<file path="src/rtl/simple_pkg.sv">
// Shared definitions for the SIMPLE pipeline: memwrite codes, stage states, default widths.
package simple_pkg;

    localparam int unsigned DATA_W_DEFAULT = 16;
    localparam int unsigned REG_AW_DEFAULT = 3;

    localparam logic [1:0] MEMWRITE_NONE  = 2'b00;
    localparam logic [1:0] MEMWRITE_READ  = 2'b01;
    localparam logic [1:0] MEMWRITE_WRITE = 2'b10;

    typedef enum logic [1:0] {
        IDLE,
        RD,
        WR,
        WB
    } state_e;

    // Code 11 is reserved and behaves like a plain ALU/nop bundle.
    function automatic logic [1:0] norm_memwrite(input logic [1:0] code);
        return (code == 2'b11) ? MEMWRITE_NONE : code;
    endfunction

    // State entered when a bundle with the given (normalised) code is accepted.
    function automatic state_e accept_state(input logic [1:0] code);
        case (code)
            MEMWRITE_READ:  return RD;
            MEMWRITE_WRITE: return WR;
            default:        return WB;
        endcase
    endfunction

endpackage

</file>
<file path="src/rtl/p4_ack_timer.sv">
// Wait-cycle counter for the memory handshake; flags the last allowed cycle.
module p4_ack_timer #(
    parameter int unsigned LIMIT = 15
) (
    input  logic clock,
    input  logic reset_n,
    input  logic clear,
    input  logic enable,
    output logic expire
);

    localparam int unsigned CW = (LIMIT > 0) ? $clog2(LIMIT + 1) : 1;

    logic [CW-1:0] count_q;

    // Count waiting cycles, saturating at LIMIT; clear wins over enable.
    always_ff @(posedge clock or negedge reset_n) begin
        if (!reset_n) begin
            count_q <= '0;
        end else if (clear) begin
            count_q <= '0;
        end else if (enable && (count_q != CW'(LIMIT))) begin
            count_q <= count_q + CW'(1);
        end
    end

    // High in the waiting cycle whose completion brings the count to LIMIT.
    // LIMIT == 0 disables the timeout entirely.
    assign expire = (LIMIT != 0) && enable && (count_q == CW'(LIMIT - 1));

endmodule

</file>
<file path="src/rtl/p4_mem_writeback.sv">
// Memory-access / writeback stage: one req/ack data-memory transaction, then a
// single-cycle register-file write. Stalls upstream while memory is busy.
module p4_mem_writeback
    import simple_pkg::*;
#(
    parameter int unsigned DATA_W      = DATA_W_DEFAULT,
    parameter int unsigned REG_AW      = REG_AW_DEFAULT,
    parameter int unsigned ACK_TIMEOUT = 15
) (
    input  logic              clock,
    input  logic              reset_n,
    input  logic              in_valid,
    output logic              in_ready,
    input  logic              in_writereg,
    input  logic [1:0]        in_memwrite,
    input  logic [REG_AW-1:0] in_regaddress,
    input  logic [DATA_W-1:0] in_address,
    input  logic [DATA_W-1:0] in_storedata,
    input  logic [DATA_W-1:0] in_aluresult,
    output logic              mem_req,
    output logic              mem_we,
    output logic [DATA_W-1:0] mem_addr,
    output logic [DATA_W-1:0] mem_wdata,
    input  logic [DATA_W-1:0] mem_rdata,
    input  logic              mem_ack,
    output logic              writeflag,
    output logic [REG_AW-1:0] writetarget,
    output logic [DATA_W-1:0] readoutwriteval,
    output logic [DATA_W-1:0] aluwriteval,
    output logic              readoutSelect,
    output logic              mem_err
);

    state_e state_q, state_d;

    logic accept;
    logic waiting;
    logic expire;
    logic abort;
    logic [1:0] in_kind;

    // Latched bundle.
    logic              lat_writereg;
    logic [1:0]        lat_kind;
    logic [REG_AW-1:0] lat_reg;
    logic [DATA_W-1:0] lat_addr;
    logic [DATA_W-1:0] lat_wdata;
    logic [DATA_W-1:0] lat_alu;

    // Write-port data, updated only on entry to WB so it holds elsewhere.
    logic [REG_AW-1:0] target_q;
    logic [DATA_W-1:0] rdval_q;
    logic [DATA_W-1:0] aluval_q;
    logic              err_q;

    assign in_kind  = norm_memwrite(in_memwrite);
    assign waiting  = (state_q == RD) || (state_q == WR);
    assign in_ready = (state_q == IDLE) || (state_q == WB);
    assign accept   = in_valid && in_ready;
    // A late ack in the final allowed cycle still completes the transaction.
    assign abort    = expire && !mem_ack;

    p4_ack_timer #(
        .LIMIT (ACK_TIMEOUT)
    ) u_ack_timer (
        .clock   (clock),
        .reset_n (reset_n),
        .clear   (accept),
        .enable  (waiting),
        .expire  (expire)
    );

    // State register.
    always_ff @(posedge clock or negedge reset_n) begin
        if (!reset_n) begin
            state_q <= IDLE;
        end else begin
            state_q <= state_d;
        end
    end

    // Next-state logic.
    always_comb begin
        state_d = state_q;
        case (state_q)
            IDLE: begin
                if (accept) state_d = accept_state(in_kind);
            end
            WB: begin
                state_d = accept ? accept_state(in_kind) : IDLE;
            end
            RD, WR: begin
                if (mem_ack)    state_d = WB;
                else if (abort) state_d = IDLE;
            end
            default: state_d = IDLE;
        endcase
    end

    // Capture the incoming bundle on accept.
    always_ff @(posedge clock or negedge reset_n) begin
        if (!reset_n) begin
            lat_writereg <= 1'b0;
            lat_kind     <= MEMWRITE_NONE;
            lat_reg      <= '0;
            lat_addr     <= '0;
            lat_wdata    <= '0;
            lat_alu      <= '0;
        end else if (accept) begin
            lat_writereg <= in_writereg;
            lat_kind     <= in_kind;
            lat_reg      <= in_regaddress;
            lat_addr     <= in_address;
            lat_wdata    <= in_storedata;
            lat_alu      <= in_aluresult;
        end
    end

    // Load write-port data on the transition into WB; raise mem_err after an abort.
    always_ff @(posedge clock or negedge reset_n) begin
        if (!reset_n) begin
            target_q <= '0;
            rdval_q  <= '0;
            aluval_q <= '0;
            err_q    <= 1'b0;
        end else begin
            err_q <= waiting && abort;
            if (accept && (in_kind == MEMWRITE_NONE)) begin
                // ALU/nop bundles go straight to WB, so take data from the inputs.
                target_q <= in_regaddress;
                aluval_q <= in_aluresult;
            end else if (waiting && mem_ack) begin
                target_q <= lat_reg;
                aluval_q <= lat_alu;
                if (state_q == RD) rdval_q <= mem_rdata;
            end
        end
    end

    // Memory port: purely state-derived so reset drops mem_req immediately.
    assign mem_req   = waiting;
    assign mem_we    = (state_q == WR);
    assign mem_addr  = waiting ? lat_addr : '0;
    assign mem_wdata = waiting ? lat_wdata : '0;

    // Register-file write port.
    assign writeflag       = (state_q == WB) && lat_writereg && (lat_kind != MEMWRITE_WRITE);
    assign readoutSelect   = (state_q == WB) && (lat_kind == MEMWRITE_READ);
    assign writetarget     = target_q;
    assign readoutwriteval = rdval_q;
    assign aluwriteval     = aluval_q;
    assign mem_err         = err_q;

endmodule
</file>
<file path="config.mk">
export PLATFORM = sky130hd
export DESIGN_NAME = p4_mem_writeback
export DESIGN_NICKNAME = d
export VERILOG_FILES = /design/src/rtl/simple_pkg.sv /design/src/rtl/p4_ack_timer.sv /design/src/rtl/p4_mem_writeback.sv
export SDC_FILE = /design/constraint.sdc
export NUM_CORES = 1
export LEC_CHECK = 0
export ABC_CLOCK_PERIOD_IN_PS = 3250
export CAP_MARGIN = 30
export CORE_MARGIN = 8
export CORE_UTILIZATION = 49
export DETAILED_ROUTE_END_ITERATION = 6
export PLACE_DENSITY = 0.85
export SKIP_LAST_GASP = 1
export SLEW_MARGIN = 5
export SYNTH_ARGS = -nofsm -noshare
export SYNTH_HDL_FRONTEND = slang
export SYNTH_SLANG_ARGS = --single-unit
</file>
<file path="constraint.sdc">
create_clock -name clock -period 3.25 [get_ports clock]
set_input_delay 0.325 -clock clock [delete_from_list [all_inputs] [get_ports clock]]
set_output_delay 0.325 -clock clock [all_outputs]
set_load 0.005 [all_outputs]
</file>
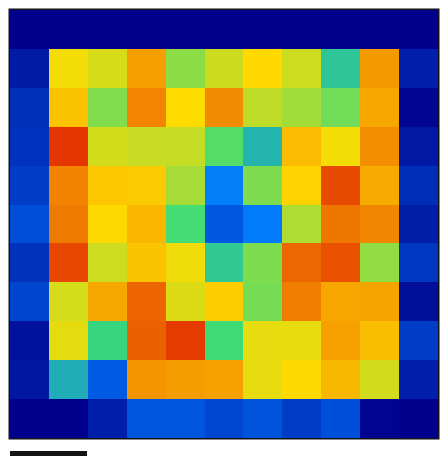
*Placement density heat map*
Scale bar: 20 um. 11 x 11 tiles, from dark blue (low) to red (high), 0 to 100% covered.
nearly empty tiles = 13%
fullest tile = 94%
mean over tiles = 49%
tiles over 75% full = 34%

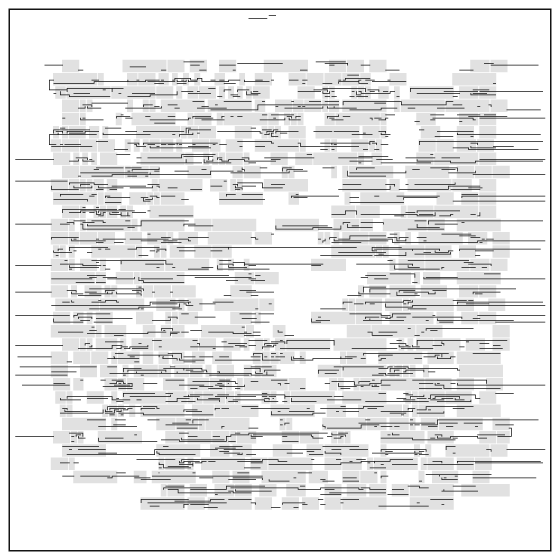
*Signal wires on met1*
main direction = horizontal
longest straight run = 36.8 um
share of all routed wire = 42%
wire length on this layer = 4710 um

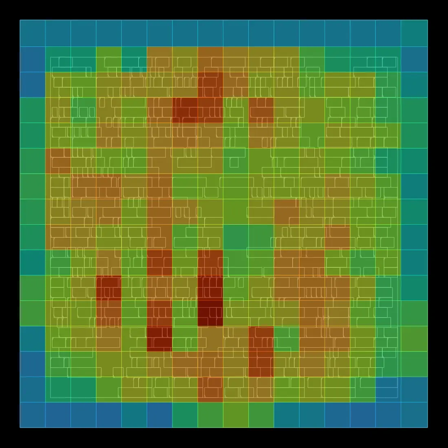
*Congestion heat map*
grt met1 use: 22.0%
GR Layer Usage met3: 7.63%
total routing usage reported by global routing: 18.3%
global-route layer with the greatest usage: met2

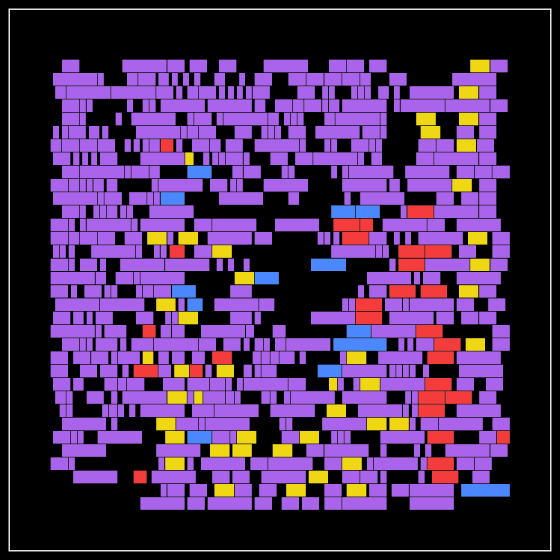
*Drive-strength map*
x1 and smaller -> purple  # cells 483, share 85%
x3 and x4 -> red  # cells 29, share 5.1%
x6 and larger -> blue  # cells 13, share 2.3%
x2 -> yellow  # cells 42, share 7.4%
buffer count excluding the clock tree in the final layout: 153
final design area excluding fillers: 6180 um^2
area growth from synthesis to final layout: 40.6%
final setup margin: 684 ps

==> impl.org <==
#+TITLE: Synthesis and PnR summary

** Finish
- Clock buffer count :: 9
- For this run, the post-layout net count is 647.
- Area-dominant cell class after layout :: registers
- Nonclk inv count :: 10
- Sequential cell count :: 96
- The number of multi-input combinational cells in the layout is 292.
- Share of cell area taken by flip-flops and latches :: 38.9%
- Diode count :: 0
- Per the layout area report, the combinational gate area comes to 1870 um^2.
- Logic gate fraction of the total cell area :: 30.2%

** Placement
- Post-DP HPWL :: 8.11 mm

** Floorplanning
- Core utilization before placement :: 50.4%
- Pin placement for this block handled 147 I/O pins.
- From left edge to right edge, the die measures 111 um.
- Tap insertion was completed with 108 tapcells.
- The core region is 8720 um^2.
- Chip Footprint :: 12300 um^2

** Critical path
- Sort of element at the start of the critical path :: flop
- In this run the worst setup path begins at state_q[0].
- Along the critical path, the tally of buffer and inverter instances is 3.
- Critical-path top delay cell :: sky130_fd_sc_hd__clkdlybuf4s50_1
- STA lists the startpoint of the worst register-to-register path as state_q[0].
- Critical Path Sink Type :: output port
- Classification of the worst setup path :: flop to output port
- The most critical setup path has its endpoint at mem_wdata[12].
- The longest incremental delay of any stage on the critical path is reported as 520 ps.
- On the critical path the data arrives at 2240 ps.
- Per the timing report, the most critical flop-to-flop path finishes at aluwriteval[3].

** Clock tree
- For this design, the sink count on the clock tree is 96.
- Post-CTS resize count :: 0
- Clock-pin slew was measured on the worst setup and hold paths at 90 ps.
- The H-tree generated during clock tree synthesis spans 3 levels.
- TritonCTS built the clock tree.
- Number of buffers added for setup after CTS :: 0
- Root buffer cell :: sky130_fd_sc_hd__clkbuf_8
- The number of hold buffers added after CTS was 0.
- Clock buffer count from CTS :: 9

** Logic synthesis
- Number of synthesis warnings :: 0
- Synthesized-area fraction occupied by ao, oa, aoi and oai cells :: 1.51%
- The most frequently used library cell after synthesis is sky130_fd_sc_hd__nand2_1.
- In this run, synthesis produced a sequential element count of 96.
- After Yosys synthesis, XOR and XNOR cells account for 0% of the synthesized area.
- Flip-flops with a built-in enable :: 0
- Yosys stat counts 418 cells in the synthesized netlist.
- Top cells, area :: sky130_fd_sc_hd__dfrtp_1 (55%), sky130_fd_sc_hd__nand2_1 (14%), sky130_fd_sc_hd__mux2_2 (9.2%), sky130_fd_sc_hd__mux2_4 (6.8%), sky130_fd_sc_hd__and2_1 (4.6%)
- Syn Area/Cell :: 10.5 um^2
- Count of different cell masters after synthesis :: 30
- The area recorded from the Yosys report for this design is 4400 um^2.
- Per the synthesis report, the simple-gate share of the synthesized area is 21.5%.
- Proportion of synthesized flip-flops having asynchronous set or reset :: 100%
- In the synthesized netlist, mux cells make up 16.3% of the area.
- Main logic family after synthesis :: simple AND/OR/NAND/NOR gates

** Power
- The leakage power in the latest report is 2.97 nW.
- Power per unit of standard cell area :: 984 nW/um^2

** Drt
- Per the detail_route report, DRC violations left total 0.
- The highest metal layer carrying signal wires in the routed design is met4.
- In the log, the iteration count for the first detailed-route pass is 4.
- The routed layout has 3365 vias.
- Per the detail_route report, vias per standard cell equal 4.99.
- In the final routing, the length of wire on met1 measures 4.71 mm.

** STA
- Measured slew at the worst slew-check pin :: 614 ps
- FMAX :: 390 MHz
- The final max-slew violation count recorded for this run is 0.
- Unrepaired setup endpoints after global routing :: no
- The final timing report lists a hold violation count of 0.
- Summed over all failing endpoints, the final setup total negative slack is 0 ps.
- Cycle use final :: 79.0%
- The last timing report of the flow puts the setup violation total at 0.
- Max-slew headroom :: 59.1%
- Counting I/O delays and the setup requirement, the final critical path takes 2570 ps.

** Job
- Number of warnings the tools reported :: 34
- Number of maximum-capacitance constraint violations :: 0

** Global route
- Entering global routing, the biggest net connects 76 pins.
- The initial antenna violation count came to 0.
- Grt total ovfl :: 0
- Wire length of the first global-routing pass :: 18.5 mm
- The via count of the first global-routing pass is 3583.

** Outcome
- The run finished with clean final reports.
-- per-stage QoR --
| step | worst slack, ps | total power [W] | instance area (um^2) | instances |
|---|---|---|---|---|
| floorplan | 1360 | 0.00384 | 4400 | 418 |
| global placement | 1050 | 0.00524 | 5950 | 657 |
| detailed placement | 1000 | 0.00539 | 5950 | 657 |
| CTS | 654 | 0.00618 | 6150 | 673 |
| global route | 537 | 0.00657 | 6180 | 675 |
| finish | 684 | 0.00609 | 6180 | 675 |
-- cells in the final DEF (no fill, tap or decap), types with 2 or more instances in the layout --
master	netlist	final
sky130_fd_sc_hd__and2_1	32	32
sky130_fd_sc_hd__nand2b_1	3	2
sky130_fd_sc_hd__nand3b_1	3	3
sky130_fd_sc_hd__o21ai_0	3	3
sky130_fd_sc_hd__mux2_2	36	36
sky130_fd_sc_hd__clkinv_2	0	3
sky130_fd_sc_hd__clkbuf_8	0	9
sky130_fd_sc_hd__a211o_1	2	2
sky130_fd_sc_hd__dfrtp_1	96	96
sky130_fd_sc_hd__ha_1	11	11
sky130_fd_sc_hd__clkdlybuf4s50_1	0	145
sky130_fd_sc_hd__a21oi_1	2	2
sky130_fd_sc_hd__mux2_4	20	20
sky130_fd_sc_hd__inv_1	10	10
sky130_fd_sc_hd__nand3_1	3	3
sky130_fd_sc_hd__o211ai_1	2	2
sky130_fd_sc_hd__nand2_1	163	163
sky130_fd_sc_hd__nor3_1	2	2
sky130_fd_sc_hd__buf_4	2	5
-- power by group --
group / switching (W) / leakage, nW / internal, W
clock network: 0.000422 / 0.0994 / 0.000356
logic: 0.00136 / 1.69 / 0.00187
registers: 0.000298 / 1.18 / 0.00178
total: 0.00208 / 2.97 / 0.00401
Power and IR drop assume default switching activity.
